File: config.mk
export PLATFORM = sky130hd
export DESIGN_NAME = layer_norm_sequencer
export DESIGN_NICKNAME = d
export VERILOG_FILES = /design/src/rtl/layer_norm_pkg.sv /design/src/rtl/ln_vec_serializer.sv /design/src/rtl/layer_norm_sequencer.sv
export SDC_FILE = /design/constraint.sdc
export NUM_CORES = 1
export LEC_CHECK = 0
export ABC_AREA = 1
export ABC_CLOCK_PERIOD_IN_PS = 4700
export CORE_MARGIN = 2
export CORE_UTILIZATION = 54
export CTS_BUF_LIST = sky130_fd_sc_hd__clkbuf_8
export CTS_CLUSTER_SIZE = 20
export DETAILED_ROUTE_END_ITERATION = 8
export PLACE_DENSITY = 0.92
export SLEW_MARGIN = 25
export SYNTH_ARGS = -nofsm -noshare
export SYNTH_HDL_FRONTEND = slang
export SYNTH_SLANG_ARGS = --single-unit
File: constraint.sdc
create_clock -name clk -period 4.7 [get_ports clk]
set_clock_uncertainty 0.1 [all_clocks]
set_input_delay 1.41 -clock clk [delete_from_list [all_inputs] [get_ports clk]]
set_output_delay 1.41 -clock clk [all_outputs]
set_load 0.02 [all_outputs]
File: src/rtl/layer_norm_pkg.sv
// Shared types and default sizes for the LayerNorm engine and its sequencer.
package layer_norm_pkg;

  localparam int unsigned LN_DATA_WIDTH = 16;
  localparam int unsigned LN_EMBED_DIM  = 8;

  typedef enum logic [1:0] {
    FILL  = 2'd0,
    START = 2'd1,
    WAIT  = 2'd2,
    DRAIN = 2'd3
  } ln_state_e;

  typedef logic signed [LN_DATA_WIDTH-1:0] ln_elem_t;

endpackage

File: src/rtl/ln_vec_serializer.sv
// Holds a captured vector and replays it one element per valid/ready beat, index 0 first.
module ln_vec_serializer
  import layer_norm_pkg::*;
#(
  parameter int unsigned DATA_WIDTH = LN_DATA_WIDTH,
  parameter int unsigned EMBED_DIM  = LN_EMBED_DIM
) (
  input  logic                                 clk,
  input  logic                                 rst_n,
  input  logic                                 load,
  input  logic [0:EMBED_DIM-1][DATA_WIDTH-1:0] load_vec,
  input  logic                                 active,
  input  logic                                 out_ready,
  output logic                                 out_valid,
  output logic [DATA_WIDTH-1:0]                out_data,
  output logic                                 out_last,
  output logic                                 done_c
);

  localparam int unsigned       IDX_W    = (EMBED_DIM > 1) ? $clog2(EMBED_DIM) : 1;
  localparam logic [IDX_W-1:0]  IDX_LAST = IDX_W'(EMBED_DIM - 1);

  logic [0:EMBED_DIM-1][DATA_WIDTH-1:0] out_reg_q;
  logic [IDX_W-1:0]                     idx_q;
  logic                                 beat_c;

  assign beat_c    = active && out_ready;
  assign out_valid = active;
  assign out_data  = out_reg_q[idx_q];
  assign out_last  = active && (idx_q == IDX_LAST);
  assign done_c    = beat_c && (idx_q == IDX_LAST);

  always_ff @(posedge clk or negedge rst_n) begin
    if (!rst_n) begin
      out_reg_q <= '0;
    end else if (load) begin
      out_reg_q <= load_vec;
    end
  end

  // Index only moves on accepted beats, so data/last hold steady under backpressure.
  always_ff @(posedge clk or negedge rst_n) begin
    if (!rst_n) begin
      idx_q <= '0;
    end else if (beat_c) begin
      idx_q <= (idx_q == IDX_LAST) ? '0 : idx_q + IDX_W'(1);
    end
  end

endmodule

File: src/rtl/layer_norm_sequencer.sv
// Streams one token into the LayerNorm engine, runs its start/done handshake and streams the result out.
// Optional WAIT watchdog enabled by defining LN_SEQ_TIMEOUT_EN.
module layer_norm_sequencer
  import layer_norm_pkg::*;
#(
  parameter int unsigned DATA_WIDTH     = LN_DATA_WIDTH,
  parameter int unsigned EMBED_DIM      = LN_EMBED_DIM,
  parameter int unsigned TIMEOUT_CYCLES = 64
) (
  input  logic                                 clk,
  input  logic                                 rst_n,
  input  logic                                 in_valid,
  output logic                                 in_ready,
  input  logic [DATA_WIDTH-1:0]                in_data,
  output logic                                 ln_start,
  output logic [0:EMBED_DIM-1][DATA_WIDTH-1:0] ln_activation,
  input  logic                                 ln_done,
  input  logic [0:EMBED_DIM-1][DATA_WIDTH-1:0] ln_normalized,
  output logic                                 out_valid,
  input  logic                                 out_ready,
  output logic [DATA_WIDTH-1:0]                out_data,
  output logic                                 out_last,
  output logic                                 busy,
  output logic                                 timeout_err
);

  localparam int unsigned       IDX_W    = (EMBED_DIM > 1) ? $clog2(EMBED_DIM) : 1;
  localparam logic [IDX_W-1:0]  IDX_LAST = IDX_W'(EMBED_DIM - 1);

  ln_state_e                            state_q, state_d;
  logic [IDX_W-1:0]                     fill_idx_q;
  logic [0:EMBED_DIM-1][DATA_WIDTH-1:0] act_q;
  logic                                 in_fire_c;
  logic                                 capture_c;
  logic                                 expire_c;
  logic                                 drain_done_c;
  logic [0:EMBED_DIM-1][DATA_WIDTH-1:0] load_vec_c;

  assign in_fire_c     = in_valid && (state_q == FILL);
  assign capture_c     = ln_done && (state_q == WAIT);
  assign load_vec_c    = capture_c ? ln_normalized : '0;
  assign ln_activation = act_q;

  always_ff @(posedge clk or negedge rst_n) begin
    if (!rst_n) begin
      state_q <= FILL;
    end else begin
      state_q <= state_d;
    end
  end

  always_comb begin
    state_d  = state_q;
    in_ready = 1'b0;
    ln_start = 1'b0;
    busy     = 1'b1;
    case (state_q)
      FILL: begin
        in_ready = 1'b1;
        busy     = 1'b0;
        if (in_fire_c && (fill_idx_q == IDX_LAST)) state_d = START;
      end
      START: begin
        ln_start = 1'b1;
        state_d  = WAIT;
      end
      WAIT: begin
        if (capture_c || expire_c) state_d = DRAIN;
      end
      DRAIN: begin
        if (drain_done_c) state_d = FILL;
      end
      default: state_d = FILL;
    endcase
  end

  // Activation register only changes on accepted FILL beats, so it is stable through START/WAIT.
  always_ff @(posedge clk or negedge rst_n) begin
    if (!rst_n) begin
      fill_idx_q <= '0;
      act_q      <= '0;
    end else if (in_fire_c) begin
      act_q[fill_idx_q] <= in_data;
      fill_idx_q        <= (fill_idx_q == IDX_LAST) ? '0 : fill_idx_q + IDX_W'(1);
    end
  end

  ln_vec_serializer #(
    .DATA_WIDTH (DATA_WIDTH),
    .EMBED_DIM  (EMBED_DIM)
  ) u_ser (
    .clk       (clk),
    .rst_n     (rst_n),
    .load      (capture_c || expire_c),
    .load_vec  (load_vec_c),
    .active    (state_q == DRAIN),
    .out_ready (out_ready),
    .out_valid (out_valid),
    .out_data  (out_data),
    .out_last  (out_last),
    .done_c    (drain_done_c)
  );

`ifdef LN_SEQ_TIMEOUT_EN
  localparam int unsigned TMR_W = $clog2(TIMEOUT_CYCLES + 1);

  logic [TMR_W-1:0] wait_cnt_q;
  logic             timeout_q;

  // A done on the expiry cycle wins, so expiry is qualified with !ln_done.
  assign expire_c    = (state_q == WAIT) && !ln_done &&
                       (wait_cnt_q == TMR_W'(TIMEOUT_CYCLES - 1));
  assign timeout_err = timeout_q;

  always_ff @(posedge clk or negedge rst_n) begin
    if (!rst_n) begin
      wait_cnt_q <= '0;
      timeout_q  <= 1'b0;
    end else begin
      if ((state_q == WAIT) && !ln_done) begin
        wait_cnt_q <= wait_cnt_q + TMR_W'(1);
      end else begin
        wait_cnt_q <= '0;
      end
      if (expire_c) timeout_q <= 1'b1;
    end
  end
`else
  logic timeout_cfg_unused;

  assign timeout_cfg_unused = (TIMEOUT_CYCLES == 0);
  assign expire_c           = 1'b0;
  assign timeout_err        = 1'b0;
`endif

endmodule

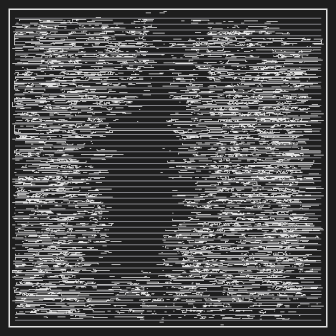
Run 1: met1 routing
Supply wires on this layer in grey.
The layer holds 36% of the routed length. The longest straight run is 35.4 um. The layer carries 12900 um of wire. The wires run mostly horizontal. 1591 nets have wire on it.
total number of vias: 10444
wirelength, routed: 35900 um

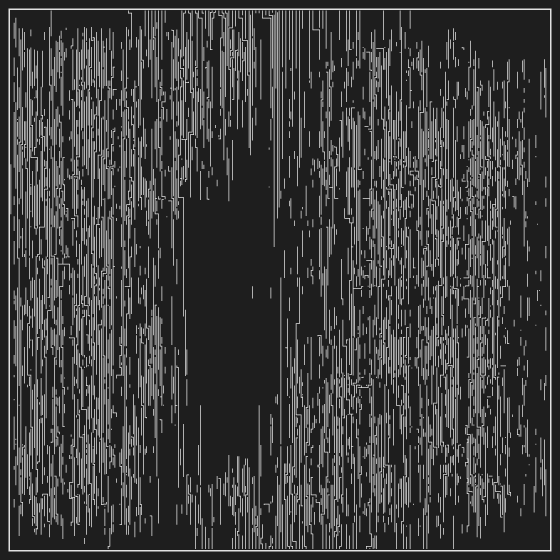
Run 1: the metal 2 layer
The wires run mostly vertical. The layer holds 47% of the routed length.
met2 demand-to-capacity share in global routing: 53.4%

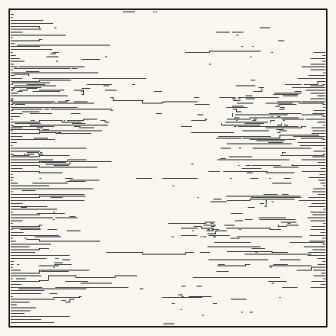
Run 1: the metal 3 layer
The layer holds 12% of the routed length. The layer carries 4430 um of wire. The longest straight run is 52.9 um.
global routing met3 resource utilization: 11.6%

==> job_summary.md, run 1 <==
### Flow metrics

| Metric | Value |
|---|---|
| Post-synthesis cell area | `11200 sq um` |
| Count leader, synth | `nand2_1` |
| Chip Height | `148 um` |
| Clock Power Share | `17.7%` |
| Initial DRC count | `934` |
| Maximum number of pins on one net before global-route repair | `124` |
| Initial antenna violation count | `1` |
| Reg-to-Reg Start | `state_q[0]` |
| Worst Setup Start Kind | `flip-flop` |
| Count of endpoints failing setup in the final report | `0` |
| Worst hold path cell count | `2` |
| Layout multi-input combinational cell count | `837` |
| Clock distribution power | `1980 uW` |
| Worst slack, placed | `1.08 ns` |
| Top cells by area | `dfrtp_1 (59%), nand2_1 (12%), o21ai_0 (5.8%)` |
| Post-route core utilization | `74.9%` |
| Global placer's final weighted congestion | `0.942` |
| Number of ordinary and repair buffers in the finished layout | `311` |
| Met1 wire length | `12900 um` |
| YS warnings | `0` |
| Count of flip-flops with a built-in enable after synthesis | `0` |
| Cell taking the most area after synthesis | `dfrtp_1` |
| Worst slew slack as a fraction of its limit | `30.9%` |
| Leakage power | `0.00757 uW` |
| Total power after layout | `11200 uW` |
| Total number of tap cells | `270` |
| Routed length on met2 | `16800 um` |
| Number of nets still failing antenna checks after routing | `0` |
| Chip Footprint | `21900 sq um` |
| Max incr delay on CP | `0.54 ns` |
| Sink of the worst hold path | `ln_activation[94]` |
| Sw Share | `42.0%` |
| P_seq | `3810 uW` |
| TritonCTS Buffers | `41` |
| Post-synthesis net count | `1495` |
| Cell repeated most along the worst path | `nand2_1` |
| Clock tree from TritonCTS | `done` |
| Run status | `finished, final reports clean` |
| Kind of critical path | `flip-flop to output port` |
| R2R cell count | `7` |
| Worst Max-Slew Pin Slew | `1.03 ns` |
| Tool warnings | `32` |
| Combinational fraction of the cell area | `24.2%` |
| Worst Slack Setup Final | `0.455 ns` |
| Crit path time final | `4.25 ns` |
| Signal buf overhead | `20.6%` |
| Share of post-route cells with drive strength above 1 | `5.41%` |
| Vias in the first global route | `10726` |
| Yosys aoi share | `11.7%` |
| Area fraction in and, or, nand and nor cells after synthesis | `19.8%` |
| Adder and majority gate portion of the synthesized area | `1.00%` |
| Detailed placement HPWL | `23900 um` |
| Clock-cell share of area | `5.57%` |
| Highest clock frequency the design can meet | `0.236 GHz` |
| I/O pin cnt | `299` |
| Post-route non-filler standard cell count | `1916` |
| Sequential element share of the synthesized area | `58.9%` |
| Highest-count cells in the layout ignoring fill and taps | `nand2_1 (352), clkdlybuf4s50_1 (296), dfrtp_1 (263)` |
| Data required time at the worst endpoint | `3.19 ns` |
| Post-cts sizing count | `0` |
| FILL cells | `1328` |
| Final global-route overflow total | `0` |
| Number of antenna diodes | `1` |
| Area used by multi-input combinational logic | `3670 sq um` |
| Global-route met1 utilization | `39.3%` |
| Flop share of the area | `43.5%` |
| Hold Vio Cnt, Final | `0` |
| Synth cell types | `18` |
| Horiz. Die Dim | `148 um` |
| Reg2Reg Setup Slack | `2.31 ns` |
| Top class by area | `sequential cells` |
| Combinational Power | `5370 uW` |
| Remaining design rule violation count | `0` |
| Clk latency late pin | `0.54 ns` |
| Most frequently placed logic cell in the final layout | `nand2_1` |
| # Cells Yosys | `1337` |
| Non-clock inverter instance count of the final layout | `159` |
| Top post-synthesis cells by count | `nand2_1 (360), dfrtp_1 (264), inv_1 (158), nor2_1 (136), o21ai_0 (131)` |
| Reg clk slew, reported paths | `0.07 ns` |
| Most frequently used flop master after synthesis | `dfrtp_1` |
| Pwr/cell area | `734 nW/um^2` |
| Seq Cell Count | `264` |
| Synthesized flop and latch total | `264` |
| Number of max-cap violations | `0` |
| Final cycle utilization of the critical path | `90.3%` |
| Average vias per placed instance | `5.45` |
| Fp_density | `55.2%` |
| Fin area | `15200 sq um` |
| First-pass iteration count of the detailed router | `7` |
| Critical path endpoint category | `output port` |
| Topmost layer with routed signal wires | `met4` |
| Setup_tns | `0 ns` |
| Clk_buf instances | `56` |
| Xor-xnor portion of the synthesized cell area | `0%` |
| Worst path cell trace | `inv_2 -> buf_4 -> nand2_1 -> nand3_1 -> nand2_1 -> nand2_1 -> nand2_1 -> clkdlybuf4s50_1` |
| Reg2reg end | `ln_activation[52]` |
| P_sw | `4680 uW` |
| Total met3 wirelength after detailed routing | `4430 um` |
| Final number of max-transition violations | `0` |
| Final-layout worst hold slack | `0.389 ns` |
| Detailed-route wire length per cell | `18.8 um` |
| Data arrival at the endpoint of the critical path | `2.74 ns` |
| Average cell area after synthesis | `8.38 sq um` |
| Count of buffers added by post-CTS timing repair for setup | `0` |
| Number of placement rows | `52` |
| CTS Root Cell | `clkbuf_8` |
| Gr usage total | `32.8%` |
| Area fraction in mux cells | `0%` |
| Internal power consumption | `6470 uW` |
| Critical path's slowest cell | `clkdlybuf4s50_1` |
| Port Buffers | `297` |
| Largest non-sequential cell family by area | `simple AND/OR/NAND/NOR gates` |
| Number of levels the H-tree was split into | `2` |
| Most utilized layer in the global route result | `met2` |
| Share of power burned in combinational logic | `48.2%` |
| Area delta synth->final | `35.6%` |
| Min-Delay Path Class | `flip-flop to flip-flop` |
| Highest fanout seen on the critical path | `45` |
| Reg area | `6610 sq um` |
| Leading power group | `combinational logic` |
| Post-synthesis chip area from yosys | `11200 sq um` |
| NumNets Final | `1772` |
| Clock sink total | `264` |
| Synthesized netlist cell count | `1337` |
| Largest buffer count on any clock path | `3` |
| Relative contribution of sequential cells to total power | `34.1%` |
| Post-Place Cells | `1841` |
| Peak VDD IR | `0.527 mV` |
| Unrepaired setup endpoints after global routing | `no` |
| Dpl cell area | `14300 sq um` |
[run 1: worst max-delay path by stage]
| stage | startpoint | endpoint | slack [ns] | cells after the start |
|---|---|---|---|---|
| floorplan | u_ser.idx_q[1] | out_data[0] | 2.05 | 7 |
| global placement | u_ser.idx_q[0] | out_data[9] | 1.12 | 8 |
| detailed placement | u_ser.idx_q[0] | out_data[9] | 1.08 | 8 |
| CTS | u_ser.idx_q[0] | out_data[9] | 0.49 | 8 |
| global route | u_ser.idx_q[0] | out_data[14] | 0.35 | 8 |
| finish | u_ser.idx_q[0] | out_data[9] | 0.45 | 8 |
[run 1: critical path, delay by kind of cell (launching register included)]
kind	cells	cell delay, ns
buf+inv	3	1.28
flops	1	0.40
simple gates	5	0.49
==> run 2, diff against run 1 <==
Settings changed: HOLD_SLACK_MARGIN set to 0.03.
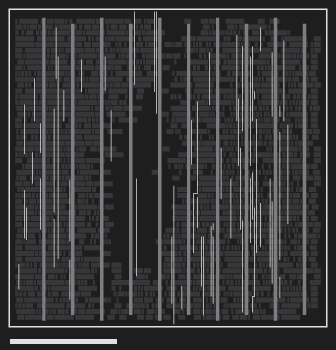
Run 2: met4 routing
Bar = 50 um. Supply wires on this layer in grey. Cells faint in the background.
The longest straight run is 94.5 um. The wires run mostly vertical. The layer carries 1770 um of wire. The layer holds 4.9% of the routed length.

==> run 2 against run 1 <==
Combinational power hardly changed. Worst setup slack is the same. Wire length is the same. Cell count unchanged. Synthesized cell count unchanged. Non-clock buffer count is the same. Global-route usage unchanged. Via count unchanged. Total power unchanged. Die area unchanged. Critical path depth unchanged. Highest routed layer unchanged.
==> job_summary.md, run 2 <==
### Flow metrics

| Metric | Value |
|---|---|
| Horiz. Die Dim | `148 um (unchanged)` |
| Reg clk slew, reported paths | `0.07 ns (about the same)` |
| Sequential element share of the synthesized area | `58.9% (unchanged)` |
| Final number of max-transition violations | `0 (unchanged)` |
| Area share of the largest cell type after synthesis | `58.9%` |
| Most frequently used flop master after synthesis | `dfrtp_1` |
| Sink of the worst hold path | `ln_activation[94]` |
| Adder and majority gate portion of the synthesized area | `1.00% (unchanged)` |
| Worst hold path cell count | `2 (unchanged)` |
| Combinational Power | `5370 uW (about the same)` |
| YS warnings | `0 (unchanged)` |
| NumNets Final | `1772 (unchanged)` |
| Post-synthesis chip area from yosys | `11200 sq um (unchanged)` |
| Area delta synth->final | `35.6% (unchanged)` |
| Post-synthesis net count | `1495 (unchanged)` |
| Final cycle utilization of the critical path | `90.3% (unchanged)` |
| Synth async-reset ratio | `100%` |
| Count leader, synth | `nand2_1` |
| Share of power burned in combinational logic | `48.2% (about the same)` |
| R2R cell count | `7 (unchanged)` |
| Clock sink total | `264 (unchanged)` |
| Worst slew slack as a fraction of its limit | `30.9% (unchanged)` |
| Detailed-route wire length per cell | `18.8 um (unchanged)` |
| Count of endpoints failing setup in the final report | `0 (unchanged)` |
| Initial antenna violation count | `1 (unchanged)` |
| Largest buffer count on any clock path | `3 (unchanged)` |
| Area fraction in and, or, nand and nor cells after synthesis | `19.8% (unchanged)` |
| Worst Slack Setup Final | `0.455 ns (unchanged)` |
| Reg2Reg Setup Slack | `2.31 ns (about the same)` |
| Worst path cell trace | `inv_2 -> buf_4 -> nand2_1 -> nand3_1 -> nand2_1 -> nand2_1 -> nand2_1 -> clkdlybuf4s50_1` |
| Most frequently placed logic cell in the final layout | `nand2_1` |
| Peak VDD IR | `0.527 mV (unchanged)` |
| Remaining design rule violation count | `0 (unchanged)` |
| Pwr/cell area | `734 nW/um^2 (unchanged)` |
| Critical Path End | `out_data[9]` |
| Data required time at the worst endpoint | `3.19 ns (about the same)` |
| TritonCTS Buffers | `41 (unchanged)` |
| I/O pin cnt | `299 (unchanged)` |
| Post-route core utilization | `74.9% (unchanged)` |
| Fp_density | `55.2% (unchanged)` |
| Critical path endpoint category | `output port` |
| Total number of vias | `10444 (unchanged)` |
| Chip Footprint | `21900 sq um (unchanged)` |
| P_seq | `3810 uW (about the same)` |
| Xor-xnor portion of the synthesized cell area | `0% (unchanged)` |
| Maximum number of pins on one net before global-route repair | `124 (unchanged)` |
| Number of levels the H-tree was split into | `2 (unchanged)` |
| Number of placement rows | `52 (unchanged)` |
| Clk latency late pin | `0.54 ns (about the same)` |
| Highest clock frequency the design can meet | `0.236 GHz (unchanged)` |
| Min-Delay Path Class | `flip-flop to flip-flop` |
| Highest-count cells in the layout ignoring fill and taps | `nand2_1 (352), clkdlybuf4s50_1 (296), dfrtp_1 (263)` |
| Reg2reg end | `ln_activation[52]` |
| Synth cell types | `18 (unchanged)` |
| Synthesized netlist cell count | `1337 (unchanged)` |
| Unrepaired setup endpoints after global routing | `no` |
| Worst Setup Start Kind | `flip-flop` |
| Run status | `finished, final reports clean` |
| Internal power consumption | `6470 uW (unchanged)` |
| Worst slack, placed | `1.08 ns (unchanged)` |
| Clock tree from TritonCTS | `done` |
| Cell repeated most along the worst path | `nand2_1` |
| Chip Height | `148 um (unchanged)` |
| Share of post-route cells with drive strength above 1 | `5.41% (unchanged)` |
| Max incr delay on CP | `0.54 ns (about the same)` |
| Cts hold-fix bufs | `0` |
| Reg-to-Reg Start | `state_q[0]` |
| Worst hold start | `ln_activation[94]` |
| Synthesized flop and latch total | `264 (unchanged)` |
| # Cells Yosys | `1337 (unchanged)` |
| Count of buffers added by post-CTS timing repair for setup | `0 (unchanged)` |
| Final global-route overflow total | `0 (unchanged)` |
| Average cell area after synthesis | `8.38 sq um (unchanged)` |
| Worst Max-Slew Pin Slew | `1.03 ns (unchanged)` |
| Largest non-sequential cell family by area | `simple AND/OR/NAND/NOR gates` |
| FILL cells | `1328 (unchanged)` |
| Wire length of the first global-routing pass | `56000 um` |
| Crit path time final | `4.25 ns (unchanged)` |
| Leakage power | `0.00757 uW (unchanged)` |
| Sw Share | `42.0% (unchanged)` |
| Number of logic stages on the critical path including buffering | `8 (unchanged)` |
| CTS Root Cell | `clkbuf_8` |
| Top cells by area | `dfrtp_1 (59%), nand2_1 (12%), o21ai_0 (5.8%)` |
| Average vias per placed instance | `5.45 (unchanged)` |
| Reg area | `6610 sq um (unchanged)` |
| Count of flip-flops with a built-in enable after synthesis | `0 (unchanged)` |
| P_sw | `4680 uW (unchanged)` |
| Kind of critical path | `flip-flop to output port` |
| Relative contribution of sequential cells to total power | `34.1% (about the same)` |
| Core Box Area | `20300 sq um` |
| Area fraction in mux cells | `0% (unchanged)` |
| Gr usage total | `32.8% (unchanged)` |
| Tool warnings | `32 (unchanged)` |
| Port Buffers | `297 (unchanged)` |
| Highest fanout seen on the critical path | `45 (unchanged)` |
| Number of max-cap violations | `0 (unchanged)` |
| Critical path's slowest cell | `clkdlybuf4s50_1` |
| Data arrival at the endpoint of the critical path | `2.74 ns (about the same)` |
| Top post-synthesis cells by count | `nand2_1 (360), dfrtp_1 (264), inv_1 (158), nor2_1 (136), o21ai_0 (131)` |
| Detailed placement HPWL | `23900 um (unchanged)` |
| Clock Power Share | `17.7% (about the same)` |
| Hold Vio Cnt, Final | `0 (unchanged)` |
| Post-synthesis cell area | `11200 sq um (unchanged)` |
| Vias in the first global route | `10726 (unchanged)` |
| First-pass iteration count of the detailed router | `7 (unchanged)` |
| Setup_tns | `0 ns (unchanged)` |
| Global placer's final weighted congestion | `0.942 (unchanged)` |
| Post-Place Cells | `1841 (unchanged)` |
| Initial DRC count | `934 (unchanged)` |
| Area used by multi-input combinational logic | `3670 sq um (unchanged)` |
| Buffering stage count on the worst path with inverters included | `3 (unchanged)` |
| Leading power group | `combinational logic` |
| Post-route non-filler standard cell count | `1916 (unchanged)` |
| Wirelength, routed | `35900 um (unchanged)` |
| Number of nets still failing antenna checks after routing | `0 (unchanged)` |
| Cell taking the most area after synthesis | `dfrtp_1` |
| Cell type group with the largest total delay on the critical path | `buffers and inverters` |
| Clock distribution power | `1980 uW (about the same)` |
| Critical Path Source | `u_ser.idx_q[0]` |
| Yosys aoi share | `11.7% (unchanged)` |
| Post-cts sizing count | `0 (unchanged)` |
run 2: cell counts after synthesis:
Identical to the previous run, type by type.
run 2: per-layer routing:
layer | up-vias | global-route usage [%] | routed length, um
li1 | 4707 | - | -
met1 | 4944 | 39.3 | 12900
met2 | 665 | 53.4 | 16800
met3 | 128 | 11.6 | 4430
met4 | 0 | 15.3 | 1770
met5 | - | 0 | 0
run 2: stage by stage:
step,power [uW],hold WS (ns),area [sq um]
final,11200,0.389,15200
after global routing,11800,0.404,15200
after CTS,11100,0.389,15200
after detailed placement,9000,0.373,14300
after global placement,8790,0.365,14300
after floorplan,6660,0.381,11200
run 2: cell type report:
type	instances	area share [%]
sequential	264	43.5
multi-input combinational	837	24.2
timing repair buffer	311	20.6
clock buffer	56	5.07
inverter	159	3.93
tap	270	2.22
clock inverter	18	0.502
antenna	1	0.0165
Power figures rest on the tool's default switching activity, not on a simulated workload.
